## config.mk

```make
export PLATFORM = sky130hd
export DESIGN_NAME = mips_mc_ctrl
export DESIGN_NICKNAME = d
export VERILOG_FILES = /design/src/rtl/mips_pkg.sv /design/src/rtl/mips_alu_dec.sv /design/src/rtl/mips_mc_ctrl.sv
export SDC_FILE = /design/constraint.sdc
export NUM_CORES = 1
export LEC_CHECK = 0
export CORE_UTILIZATION = 40
export DETAILED_ROUTE_END_ITERATION = 6
export PLACE_DENSITY = 0.67
export SLEW_MARGIN = 40
export SYNTH_ARGS = -nofsm -noshare
export SYNTH_HDL_FRONTEND = slang
export SYNTH_SLANG_ARGS = --single-unit
```

## constraint.sdc

```tcl
create_clock -name clk -period 6.4 [get_ports clk]
set_input_delay 0.64 -clock clk [delete_from_list [all_inputs] [get_ports clk]]
set_output_delay 0.64 -clock clk [all_outputs]
set_load 0.02 [all_outputs]
```

## src/rtl/mips_pkg.sv

```systemverilog
// Shared definitions for the multi-cycle MIPS controller: state codes,
// ALU control codes, opcode/funct values, datapath mux encodings and the
// bundle of registered control outputs.
package mips_pkg;

    typedef enum logic [3:0] {
        ST_RST    = 4'd0,
        ST_FETCH  = 4'd1,
        ST_DECODE = 4'd2,
        ST_MEMADR = 4'd3,
        ST_MEMRD  = 4'd4,
        ST_MEMWB  = 4'd5,
        ST_MEMWR  = 4'd6,
        ST_EXEC   = 4'd7,
        ST_ALUWB  = 4'd8,
        ST_BRANCH = 4'd9,
        ST_ADDIWB = 4'd10,
        ST_JAL    = 4'd11,
        ST_JR     = 4'd12,
        ST_HALT   = 4'd13,
        ST_ERR    = 4'd14
    } state_e;

    // ALU control codes
    localparam logic [2:0] ALU_AND = 3'b000;
    localparam logic [2:0] ALU_OR  = 3'b001;
    localparam logic [2:0] ALU_ADD = 3'b010;
    localparam logic [2:0] ALU_SLL = 3'b100;
    localparam logic [2:0] ALU_SRL = 3'b101;
    localparam logic [2:0] ALU_SUB = 3'b110;
    localparam logic [2:0] ALU_SLT = 3'b111;

    // Opcodes (instruction[31:26])
    localparam logic [5:0] OP_RTYPE = 6'b000000;
    localparam logic [5:0] OP_LW    = 6'b100011;
    localparam logic [5:0] OP_SW    = 6'b101011;
    localparam logic [5:0] OP_ADDI  = 6'b001000;
    localparam logic [5:0] OP_BEQ   = 6'b000100;
    localparam logic [5:0] OP_BNE   = 6'b000101;
    localparam logic [5:0] OP_JAL   = 6'b000011;

    // R-type funct codes (instruction[5:0])
    localparam logic [5:0] FN_ADD = 6'b100000;
    localparam logic [5:0] FN_SUB = 6'b100010;
    localparam logic [5:0] FN_AND = 6'b100100;
    localparam logic [5:0] FN_OR  = 6'b100101;
    localparam logic [5:0] FN_SLT = 6'b101010;
    localparam logic [5:0] FN_SLL = 6'b000000;
    localparam logic [5:0] FN_SRL = 6'b000010;
    localparam logic [5:0] FN_JR  = 6'b001000;

    // PC source select
    localparam logic [1:0] PC_ALU    = 2'b00;
    localparam logic [1:0] PC_ALUOUT = 2'b01;
    localparam logic [1:0] PC_JUMP   = 2'b10;
    localparam logic [1:0] PC_RS     = 2'b11;

    // Register-file destination select
    localparam logic [1:0] RD_RT  = 2'b00;
    localparam logic [1:0] RD_RD  = 2'b01;
    localparam logic [1:0] RD_R31 = 2'b10;

    // Write-back data select
    localparam logic [1:0] WB_ALUOUT = 2'b00;
    localparam logic [1:0] WB_MEM    = 2'b01;
    localparam logic [1:0] WB_PC     = 2'b10;

    // ALU operand B select
    localparam logic [1:0] SRCB_RT     = 2'b00;
    localparam logic [1:0] SRCB_FOUR   = 2'b01;
    localparam logic [1:0] SRCB_IMM    = 2'b10;
    localparam logic [1:0] SRCB_IMM_SH = 2'b11;

    // Control outputs that are held in registers (everything except pc_we/ir_we)
    typedef struct packed {
        logic       mem_req;
        logic       mem_we;
        logic       iord;
        logic [1:0] pc_src;
        logic       reg_we;
        logic [1:0] reg_dst;
        logic [1:0] wb_sel;
        logic       alu_src_a;
        logic [1:0] alu_src_b;
        logic [2:0] alu_ctrl;
        logic       halted;
        logic       err;
    } ctrl_t;

endpackage

```

## src/rtl/mips_alu_dec.sv

```systemverilog
// R-type funct to ALU control decode. valid is low for any funct that the
// controller does not execute through the EXEC path (including JR).
module mips_alu_dec
    import mips_pkg::*;
(
    input  logic [5:0] funct,
    output logic [2:0] alu_ctrl,
    output logic       valid
);

    // Map funct to ALU operation and flag unsupported codes
    always_comb begin
        alu_ctrl = ALU_AND;
        valid    = 1'b1;
        case (funct)
            FN_ADD:  alu_ctrl = ALU_ADD;
            FN_SUB:  alu_ctrl = ALU_SUB;
            FN_AND:  alu_ctrl = ALU_AND;
            FN_OR:   alu_ctrl = ALU_OR;
            FN_SLT:  alu_ctrl = ALU_SLT;
            FN_SLL:  alu_ctrl = ALU_SLL;
            FN_SRL:  alu_ctrl = ALU_SRL;
            default: begin
                alu_ctrl = ALU_AND;
                valid    = 1'b0;
            end
        endcase
    end

endmodule

```

## src/rtl/mips_mc_ctrl.sv

```systemverilog
// Multi-cycle MIPS control unit. Moore-style control outputs are registered
// from the next state, so only pc_we and ir_we react to inputs within the
// cycle. A memory-wait counter turns an unanswered request into a sticky
// error halt once WAIT_MAX consecutive wait cycles have elapsed.
module mips_mc_ctrl
    import mips_pkg::*;
#(
    parameter int WAIT_MAX = 15
) (
    input  logic       clk,
    input  logic       rst_n,
    input  logic [5:0] op,
    input  logic [5:0] funct,
    input  logic       zero,
    input  logic       mem_ready,
    output logic       mem_req,
    output logic       mem_we,
    output logic       iord,
    output logic       ir_we,
    output logic       pc_we,
    output logic [1:0] pc_src,
    output logic       reg_we,
    output logic [1:0] reg_dst,
    output logic [1:0] wb_sel,
    output logic       alu_src_a,
    output logic [1:0] alu_src_b,
    output logic [2:0] alu_ctrl,
    output logic       halted,
    output logic       err,
    output logic [3:0] state
);

    // The WAIT_MAX-th consecutive wait cycle is the one that times out
    localparam logic [7:0] WAIT_LAST = 8'(WAIT_MAX - 1);

    state_e     state_r;
    state_e     state_nxt_s;
    logic [7:0] wait_cnt_r;
    logic [7:0] wait_cnt_nxt_s;
    logic       run_r;
    ctrl_t      ctrl_r;
    ctrl_t      ctrl_nxt_s;
    logic [2:0] dec_alu_ctrl_s;
    logic       dec_valid_s;
    logic       in_mem_s;
    logic       timeout_s;

    mips_alu_dec u_alu_dec (
        .funct    (funct),
        .alu_ctrl (dec_alu_ctrl_s),
        .valid    (dec_valid_s)
    );

    // Reset-release qualifier: keeps RST for one edge so FETCH starts on the second edge
    always_ff @(posedge clk or negedge rst_n) begin
        if (!rst_n) begin
            run_r <= 1'b0;
        end else begin
            run_r <= 1'b1;
        end
    end

    // State, wait counter and registered control outputs
    always_ff @(posedge clk or negedge rst_n) begin
        if (!rst_n) begin
            state_r    <= ST_RST;
            wait_cnt_r <= 8'd0;
            ctrl_r     <= '0;
        end else begin
            state_r    <= state_nxt_s;
            wait_cnt_r <= wait_cnt_nxt_s;
            ctrl_r     <= ctrl_nxt_s;
        end
    end

    // Memory wait tracking; mem_ready takes priority over a timeout
    always_comb begin
        in_mem_s       = (state_r == ST_FETCH) || (state_r == ST_MEMRD) || (state_r == ST_MEMWR);
        timeout_s      = 1'b0;
        wait_cnt_nxt_s = 8'd0;
        if (in_mem_s && !mem_ready) begin
            if (wait_cnt_r >= WAIT_LAST) begin
                timeout_s = 1'b1;
            end else begin
                wait_cnt_nxt_s = wait_cnt_r + 8'd1;
            end
        end else begin
            wait_cnt_nxt_s = 8'd0;
        end
    end

    // Next-state decode
    always_comb begin
        state_nxt_s = state_r;
        case (state_r)
            ST_RST:    state_nxt_s = run_r ? ST_FETCH : ST_RST;
            ST_FETCH:  state_nxt_s = mem_ready ? ST_DECODE : (timeout_s ? ST_ERR : ST_FETCH);
            ST_DECODE: begin
                case (op)
                    OP_RTYPE: begin
                        if (funct == FN_JR) begin
                            state_nxt_s = ST_JR;
                        end else if (dec_valid_s) begin
                            state_nxt_s = ST_EXEC;
                        end else begin
                            state_nxt_s = ST_HALT;
                        end
                    end
                    OP_LW, OP_SW, OP_ADDI: state_nxt_s = ST_MEMADR;
                    OP_BEQ, OP_BNE:        state_nxt_s = ST_BRANCH;
                    OP_JAL:                state_nxt_s = ST_JAL;
                    default:               state_nxt_s = ST_HALT;
                endcase
            end
            ST_MEMADR: begin
                case (op)
                    OP_LW:   state_nxt_s = ST_MEMRD;
                    OP_SW:   state_nxt_s = ST_MEMWR;
                    OP_ADDI: state_nxt_s = ST_ADDIWB;
                    default: state_nxt_s = ST_HALT;
                endcase
            end
            ST_MEMRD:  state_nxt_s = mem_ready ? ST_MEMWB : (timeout_s ? ST_ERR : ST_MEMRD);
            ST_MEMWB:  state_nxt_s = ST_FETCH;
            ST_MEMWR:  state_nxt_s = mem_ready ? ST_FETCH : (timeout_s ? ST_ERR : ST_MEMWR);
            ST_EXEC:   state_nxt_s = ST_ALUWB;
            ST_ALUWB:  state_nxt_s = ST_FETCH;
            ST_BRANCH: state_nxt_s = ST_FETCH;
            ST_ADDIWB: state_nxt_s = ST_FETCH;
            ST_JAL:    state_nxt_s = ST_FETCH;
            ST_JR:     state_nxt_s = ST_FETCH;
            ST_HALT:   state_nxt_s = ST_HALT;
            ST_ERR:    state_nxt_s = ST_ERR;
            default:   state_nxt_s = ST_ERR;
        endcase
    end

    // Control outputs for the state being entered, captured at the edge
    always_comb begin
        ctrl_nxt_s = '0;
        case (state_nxt_s)
            ST_FETCH: begin
                ctrl_nxt_s.mem_req   = 1'b1;
                ctrl_nxt_s.alu_src_b = SRCB_FOUR;
                ctrl_nxt_s.alu_ctrl  = ALU_ADD;
                ctrl_nxt_s.pc_src    = PC_ALU;
            end
            ST_DECODE: begin
                ctrl_nxt_s.alu_src_b = SRCB_IMM_SH;
                ctrl_nxt_s.alu_ctrl  = ALU_ADD;
            end
            ST_MEMADR: begin
                ctrl_nxt_s.alu_src_a = 1'b1;
                ctrl_nxt_s.alu_src_b = SRCB_IMM;
                ctrl_nxt_s.alu_ctrl  = ALU_ADD;
            end
            ST_MEMRD: begin
                ctrl_nxt_s.mem_req = 1'b1;
                ctrl_nxt_s.iord    = 1'b1;
            end
            ST_MEMWB: begin
                ctrl_nxt_s.reg_we  = 1'b1;
                ctrl_nxt_s.reg_dst = RD_RT;
                ctrl_nxt_s.wb_sel  = WB_MEM;
            end
            ST_MEMWR: begin
                ctrl_nxt_s.mem_req = 1'b1;
                ctrl_nxt_s.mem_we  = 1'b1;
                ctrl_nxt_s.iord    = 1'b1;
            end
            ST_EXEC: begin
                ctrl_nxt_s.alu_src_a = 1'b1;
                ctrl_nxt_s.alu_src_b = SRCB_RT;
                ctrl_nxt_s.alu_ctrl  = dec_alu_ctrl_s;
            end
            ST_ALUWB: begin
                ctrl_nxt_s.reg_we  = 1'b1;
                ctrl_nxt_s.reg_dst = RD_RD;
                ctrl_nxt_s.wb_sel  = WB_ALUOUT;
            end
            ST_ADDIWB: begin
                ctrl_nxt_s.reg_we  = 1'b1;
                ctrl_nxt_s.reg_dst = RD_RT;
                ctrl_nxt_s.wb_sel  = WB_ALUOUT;
            end
            ST_BRANCH: begin
                ctrl_nxt_s.alu_src_a = 1'b1;
                ctrl_nxt_s.alu_src_b = SRCB_RT;
                ctrl_nxt_s.alu_ctrl  = ALU_SUB;
                ctrl_nxt_s.pc_src    = PC_ALUOUT;
            end
            ST_JAL: begin
                ctrl_nxt_s.reg_we  = 1'b1;
                ctrl_nxt_s.reg_dst = RD_R31;
                ctrl_nxt_s.wb_sel  = WB_PC;
                ctrl_nxt_s.pc_src  = PC_JUMP;
            end
            ST_JR: begin
                ctrl_nxt_s.pc_src = PC_RS;
            end
            ST_HALT: begin
                ctrl_nxt_s.halted = 1'b1;
            end
            ST_ERR: begin
                ctrl_nxt_s.halted = 1'b1;
                ctrl_nxt_s.err    = 1'b1;
            end
            default: ctrl_nxt_s = '0;
        endcase
    end

    // Input-dependent strobes: fetch completion and branch decision
    always_comb begin
        pc_we = 1'b0;
        ir_we = 1'b0;
        case (state_r)
            ST_FETCH: begin
                pc_we = mem_ready;
                ir_we = mem_ready;
            end
            ST_BRANCH: pc_we = zero ^ (op == OP_BNE);
            ST_JAL:    pc_we = 1'b1;
            ST_JR:     pc_we = 1'b1;
            default: begin
                pc_we = 1'b0;
                ir_we = 1'b0;
            end
        endcase
    end

    assign mem_req   = ctrl_r.mem_req;
    assign mem_we    = ctrl_r.mem_we;
    assign iord      = ctrl_r.iord;
    assign pc_src    = ctrl_r.pc_src;
    assign reg_we    = ctrl_r.reg_we;
    assign reg_dst   = ctrl_r.reg_dst;
    assign wb_sel    = ctrl_r.wb_sel;
    assign alu_src_a = ctrl_r.alu_src_a;
    assign alu_src_b = ctrl_r.alu_src_b;
    assign alu_ctrl  = ctrl_r.alu_ctrl;
    assign halted    = ctrl_r.halted;
    assign err       = ctrl_r.err;
    assign state     = state_r;

endmodule

```

run_1/met2.png
(8 px per um) Cells faint in the background.
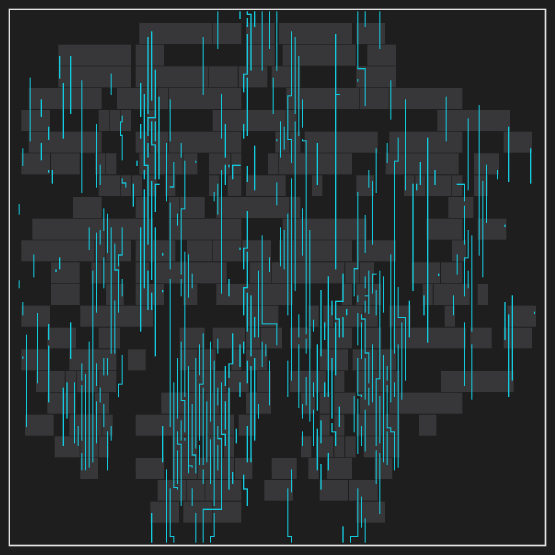
- main direction: vertical
- nets with wire on the layer: 202
- longest straight run: 29.2 um
- share of all routed wire: 49%
- wire length on this layer: 1810 um

run_1/cell_classes.png
(6 px per um) Fill, decap, tap and diode cells in grey.
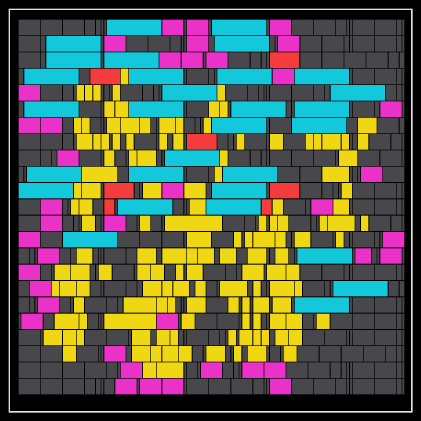
- flip-flops: cyan (cells 30; share of their area 35%)
- clock drivers and dummy loads: red (cells 7; share of their area 3.7%)
- all other logic: yellow (cells 137; share of their area 42%)
- other buffers and delay cells: magenta (cells 40; share of their area 19%)

==> flow_metrics.py, run 1 <==
# Generated from Yosys and OpenROAD reports
metrics = {
    "status": {
        "status": "finished, final reports clean",
    },
    "yosys": {
        "yosysUniqueCellTypes": 62,
        "yosysWarnings": 0,
        "synth.ff_latch_count": 30,
        "syn_area_um2": 1680,
        "ys_seq_frac": 0.446,
        "muxShareOfSynthArea": 0.00670,
        "simple_gate_share": 0.283,
        "ys_sh_aoi": 0.167,
        "yosysChipArea_um2": 1680,
        "logic_family": "simple AND/OR/NAND/NOR gates",
        "avgSynthCellArea_um2": 9.83,
        "synth-xor-area-share": 0.0313,
        "edf_count": 0,
        "yosys_cells": 171,
        "synthCells": 171,
        "synthAdderAreaFrac": 0.0208,
        "ff_type": "dfrtp_1",
        "synthArstFlopShare": 1.00,
    },
    "critical_path": {
        "cpLargestDelayFamily": "buffers and inverters",
        "startpoint_type": "primary input",
        "worstSetupEndpointType": "primary output",
        "required_ns": 5.76,
        "critical_path_class": "in2out",
        "worstPathCellList": "clkdlybuf4s50_1 -> nor4b_1 -> nand3b_1 -> xnor2_1 -> nor2_1 -> o32ai_1 -> clkdlybuf4s50_1",
        "critPathMaxStageDelay_ns": 0.65,
        "worstPathMaxFanout": 6,
        "cp.buffers_inverters": 2,
        "cp_common_cell": "clkdlybuf4s50_1",
        "cp_slowest_cell": "clkdlybuf4s50_1",
        "crit_arrival_ns": 2.84,
    },
    "floorplan": {
        "die_area_um2": 4470,
        "fp_util": 0.417,
        "rows": 23,
        "coreArea_um2": 4030,
        "die_width_um": 66.8,
        "num_io_pins": 40,
        "taps": 50,
        "die_y_um": 66.8,
    },
    "clocking": {
        "cts-resized-gates": 0,
        "numCtsBuffers": 5,
        "clkLatencyLatePin_ns": 0.28,
        "ctsHoldBuffers": 0,
        "clk_pin_slew_ns": 0.06,
        "cts.path.max_buffers": 2,
        "cts-root-buf": "clkbuf_8",
        "post_cts_buffers": 0,
        "cts_tree": "yes",
        "htreeDepth": 2,
    },
    "pwr": {
        "p_leak_nw": 0.937,
        "vdd_drop_max_mv": 0.222,
        "pwr_density_cell_nw_per_um2": 393,
        "power_uw": 859,
    },
    "layout": {
        "buffers_excl_clock": 40,
        "logic_area_um2": 871,
        "lay_top_cells": "clkdlybuf4s50_1, dfrtp_1, nor2_1",
        "fillers": 366,
        "num-nets-final": 232,
        "post-route-util": 0.543,
        "area_delta_synth_final_pct": 30.1,
        "clkCellAreaFrac": 0.0360,
        "diodes": 0,
        "largest_register_ffs": 8,
        "dominant_cells": "multi-input combinational cells",
        "seq-cell-share": 0.343,
        "lay_top_count": "clkdlybuf4s50_1",
        "final_cells": 264,
        "regMostFlops": "wait_cnt_r",
        "clock_buffers": 5,
        "flop-count": 30,
        "inverters": 7,
        "regArea_um2": 751,
        "buf_share": 0.182,
        "sh_comb_area": 0.398,
        "postLayoutCellArea_um2": 2190,
        "drive_above_1_share": 0.117,
        "logic_gate_count": 130,
    },
    "global_routing": {
        "grt_pass1_vias": 1371,
        "grt_max_degree": 31,
        "gr-total-overflow": 0,
        "grt_usage": 0.186,
        "grt_pass1_wl_mm": 6.11,
        "grt_antenna_before_repair": 0,
    },
    "routing": {
        "drtIter0Drc": 41,
        "wl_mm": 3.71,
        "ant_nets": 0,
        "wl_per_cell_um": 14.0,
        "vias": 1400,
        "drc": 0,
        "vias_per_cell": 5.30,
        "firstDrtPassIters": 4,
    },
    "timing": {
        "rsz0062_at_grt": "false",
        "tns_ns": 0,
        "period_used_share": 0.544,
        "setup_violations": 0,
        "hold_viol_final": 0,
        "worst_slew_pin_slew_ns": 0.595,
        "hold_ws_ns": 0.512,
        "fin_crit_ns": 3.48,
        "setup_ws_ns": 2.92,
        "slew_violations": 0,
        "max_freq_mhz": 287,
        "max_slew_margin": 0.600,
    },
    "job": {
        "cap_violations": 0,
        "warnings": 27,
    },
    "place": {
        "gp_congestion": 0.734,
        "place_ws_ns": 2.92,
        "hpwl_mm": 2.81,
        "place_area_um2": 2110,
        "port_buffers": 39,
        "place_inst": 257,
    },
    "worst_hold_path": {
        "holdCritPathClass": "reg2reg",
    },
}
run_1/clock_map.png
(8 px per um)
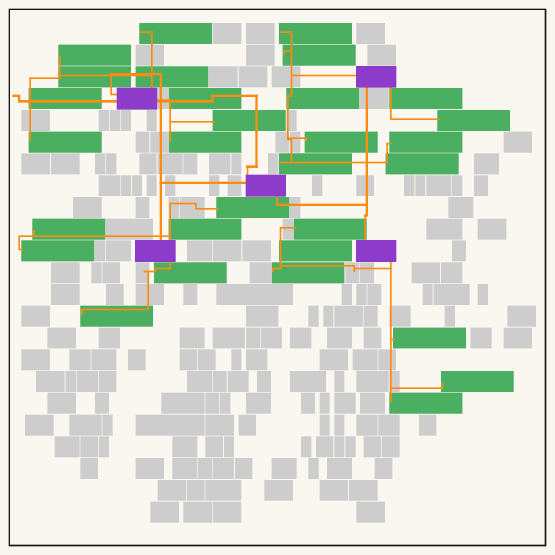
- cells driving clock nets: purple (count 5)
- clock wires: orange (length 345 um)
- flip-flops: green (count 30)
- routed clock nets: 6

run_1/final_clocks.png
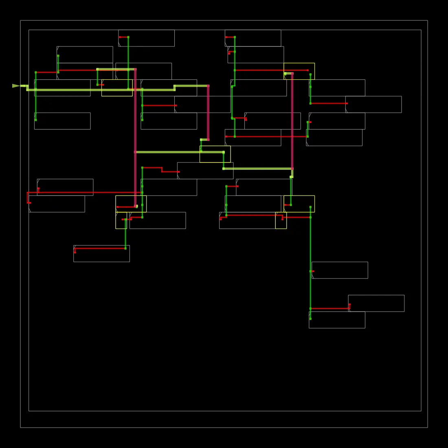
CTS sink count: 30
Setup Skew: 0.00374 ns

## run 1: layer usage
layer,vias up,global-route usage,routed length [um]
met3,9,0.0582,198
met2,37,0.316,1810
li1,686,-,-
met1,668,0.214,1630
met5,-,0,0
met4,0,0.0745,64
## run 1: final timing paths
| path | start | to | slack [ns] | cells past startpoint |
|---|---|---|---|---|
| worst max-delay path | op[3] | pc_we | 2.92 | 7 |
| min in group asynchronous | rst_n | wait_cnt_r[0] | 0.75 | 2 |
| worst min-delay path | wait_cnt_r[0] | wait_cnt_r[0] | 0.51 | 1 |
| worst max register to register | state[1] | alu_ctrl[2] | 3.87 | 7 |
| worst min register to register | wait_cnt_r[0] | wait_cnt_r[0] | 0.51 | 1 |
| max in group asynchronous | rst_n | alu_src_b[1] | 5.38 | 2 |
## run 1: where the power goes
part	switching (mW)	internal, mW	leakage, nW
combinational	0.245	0.193	0.497
clock	0.0656	0.0726	0.0438
sequential	0.0512	0.231	0.396
total	0.362	0.497	0.937
## run 1: Yosys cell counts, types with 2 or more instances
cell type  number  area share
nand2_1        12       0.027
nor3_1          4       0.012
nor4_1          2      0.0074
a31oi_1         2      0.0074
xnor2_1         4       0.021
conb_1          2      0.0045
or3_1           3       0.011
o21ai_1         3      0.0089
buf_6           2       0.013
nor2_1         24       0.054
a21oi_1         2      0.0060
o21ai_0         3      0.0089
inv_1           6       0.013
a32oi_1         2       0.010
and3_1          4       0.015
and2b_1         2      0.0089
and2_1          2      0.0074
clkbuf_1        3      0.0067
a21o_1          2      0.0089
o21bai_1        2      0.0089
o21a_1          2      0.0089
xor2_1          2       0.010
nand3_1         6       0.018
ha_1            2       0.015
o211ai_1        3       0.013
dfrtp_1        30        0.45
nand2b_1        5       0.019
==> run 1 -> run 2 <==
==> constraint.sdc (replaced) <==
create_clock -name clk -period 3.3 [get_ports clk]
set_input_delay 0.33 -clock clk [delete_from_list [all_inputs] [get_ports clk]]
set_output_delay 0.33 -clock clk [all_outputs]
set_load 0.02 [all_outputs]
run_2/final_clocks.png
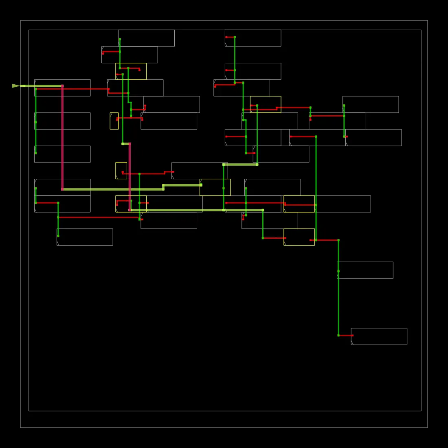
clock group total power: 291 uW
flop count: 30
clk latency late pin: 0.27 ns
Num CTS Buffers: 5
Layout clock buffers: 7

==> run 2 against run 1 <==
Hold slack got worse by 0.075 ns. Non-clock buffer count unchanged. Largest cell class unchanged. Clock power grew 110%. Cell area rose by 0.57%. Critical path type unchanged.
==> flow_metrics.py, run 2 <==
# Generated from Yosys and OpenROAD reports
metrics = {
    "clocking": {
        "cts_tree": "yes",
        "cts-root-buf": "clkbuf_8",
        "post_cts_buffers": 0,
        "cts.path.max_buffers": 2,
        "clk_pin_slew_ns": 0.06,
        "cts-resized-gates": 0,
        "ctsHoldBuffers": 0,
        "clock_sinks": 30,
        "htreeDepth": 2,
    },
    "global_routing": {
        "grt_max_degree": 31,
        "grt_antenna_before_repair": 0,
        "grt_pass1_wl_mm": 6.33,
        "use_met2": 0.328,
        "grt_usage": 0.196,
        "use_met1": 0.215,
        "grt_pass1_vias": 1466,
        "use_met3": 0.0753,
        "gr-total-overflow": 0,
        "grt-busiest-layer": "met2",
    },
    "floorplan": {
        "die_y_um": 66.8,
        "num_io_pins": 40,
        "coreArea_um2": 4030,
        "die_area_um2": 4470,
        "die_width_um": 66.8,
        "fp_util": 0.417,
        "rows": 23,
    },
    "layout": {
        "lay_top_cells": "clkdlybuf4s50_1, dfrtp_1, nor2_1",
        "logic_area_um2": 871,
        "lay_top_count": "clkdlybuf4s50_1",
        "fillers": 363,
        "post-route-util": 0.546,
        "area_delta_synth_final_pct": 30.8,
        "drive_above_1_share": 0.116,
        "diodes": 0,
        "postLayoutCellArea_um2": 2200,
        "num-nets-final": 232,
        "largest_register_ffs": 8,
        "regMostFlops": "wait_cnt_r",
        "regArea_um2": 751,
        "final_cells": 265,
    },
    "routing": {
        "vias_per_cell": 5.44,
        "drc": 0,
        "firstDrtPassIters": 4,
        "met2_length_mm": 1.94,
        "drtIter0Drc": 129,
        "highest_layer": "met4",
        "vias": 1441,
        "wl_mm": 3.84,
        "wl_met3_um": 231,
        "ant_nets": 0,
        "wl_per_cell_um": 14.5,
        "met1_length_mm": 1.61,
    },
    "timing": {
        "max_slew_margin": 0.596,
        "setup_violations": 0,
        "hold_ws_ns": 0.436,
        "hold_viol_final": 0,
        "worst_slew_pin_slew_ns": 0.605,
        "slew_violations": 0,
        "max_freq_mhz": 355,
        "setup_ws_ns": 0.483,
        "fin_crit_ns": 2.82,
        "rsz0062_at_grt": "false",
        "tns_ns": 0,
        "fin_worst_skew_ns": 0.00353,
        "period_used_share": 0.854,
    },
    "yosys": {
        "top_cell": "dfrtp_1",
        "synth.ff_latch_count": 30,
        "yosysWarnings": 0,
        "syn_area_um2": 1680,
        "netlist.top_cell.by_area": "dfrtp_1",
        "yosysChipArea_um2": 1680,
        "ys_seq_frac": 0.446,
        "edf_count": 0,
        "yosysTopAreaCellShare": 0.446,
        "yosys-top-cells-count": "dfrtp_1, nor2_1, nand2_1",
        "synthCells": 171,
        "area_leaders": "dfrtp_1, nor2_1, nand2_1",
        "synthArstFlopShare": 1.00,
        "yosys_cells": 171,
        "avgSynthCellArea_um2": 9.83,
        "yosysUniqueCellTypes": 62,
        "ff_type": "dfrtp_1",
    },
    "place": {
        "port_buffers": 39,
        "hpwl_mm": 2.89,
        "gp_congestion": 0.801,
        "place_area_um2": 2110,
        "place_ws_ns": 0.342,
        "place_inst": 257,
    },
    "critical_path": {
        "cp_slowest_cell": "clkdlybuf4s50_1",
        "crit_arrival_ns": 2.49,
        "worstPathMaxFanout": 6,
        "critPathMaxStageDelay_ns": 0.64,
        "startpoint_type": "primary input",
        "worstSetupEndpointType": "primary output",
        "worstPathCellList": "clkdlybuf4s50_1 -> nor4b_1 -> nand3b_1 -> xnor2_1 -> nor2_1 -> o32ai_1 -> clkdlybuf4s50_1",
        "required_ns": 2.97,
        "cp_common_cell": "clkdlybuf4s50_1",
        "critical_path_class": "in2out",
    },
    "pwr": {
        "vdd_drop_max_mv": 0.459,
        "pwr_density_cell_nw_per_um2": 772,
        "power_mw": 1.70,
        "p_leak_nw": 0.942,
    },
    "job": {
        "warnings": 27,
        "cap_violations": 0,
    },
    "worst_hold_path": {
        "holdCritPathClass": "in2async",
    },
    "status": {
        "status": "finished, final reports clean",
    },
}
## run 2: cell types whose count changed in the layout (fill, tap and decap cells not counted), sizes merged
cell / previous run / this run
clkbuf: 5 / 7
clkinv: 2 / 1
## run 2: cells by family after synthesis
family	count (synthesis)	share of synthesized area
simple gates	82	0.283
compound gates	34	0.167
flops	30	0.446
buf+inv	13	0.0402
xor+xnor	6	0.0312
fa+ha+maj	3	0.0208
other cells	2	0.00447
mux	1	0.00670
## run 2: power by group
group,internal [mW],switching [mW]
Sequential,0.449,0.0994
Combinational,0.375,0.483
Clock,0.168,0.124
Total,0.991,0.706
## run 2: cell type report
cell class / instances / area share
Clock buffer: 7 / 0.0392
Clock inverter: 1 / 0.00228
Inverter: 7 / 0.0119
Multi-Input combinational cell: 130 / 0.396
Sequential cell: 30 / 0.341
Tap cell: 50 / 0.0284
Timing Repair Buffer: 40 / 0.181
## run 2: critical path: cells and delay by family
family | cells | cell delay, ns
AND/OR/NAND/NOR | 3 | 0.61
XOR/XNOR | 1 | 0.15
buffers and inverters | 2 | 1.18
AND-OR/OR-AND | 1 | 0.22
## run 2: path summary, 6_finish.rpt
| path | from | endpoint | slack (ns) | depth (start not counted) |
|---|---|---|---|---|
| worst max-delay path | op[3] | pc_we | 0.48 | 7 |
| worst min-delay path | rst_n | wait_cnt_r[1] | 0.44 | 2 |
| worst max register to register | state[1] | alu_ctrl[2] | 0.70 | 7 |
| worst min register to register | wait_cnt_r[0] | wait_cnt_r[0] | 0.49 | 1 |
| max in group asynchronous | rst_n | alu_ctrl[2] | 2.59 | 2 |
| min in group clk | wait_cnt_r[0] | wait_cnt_r[0] | 0.49 | 1 |
Power is estimated from default activity; no workload was simulated.
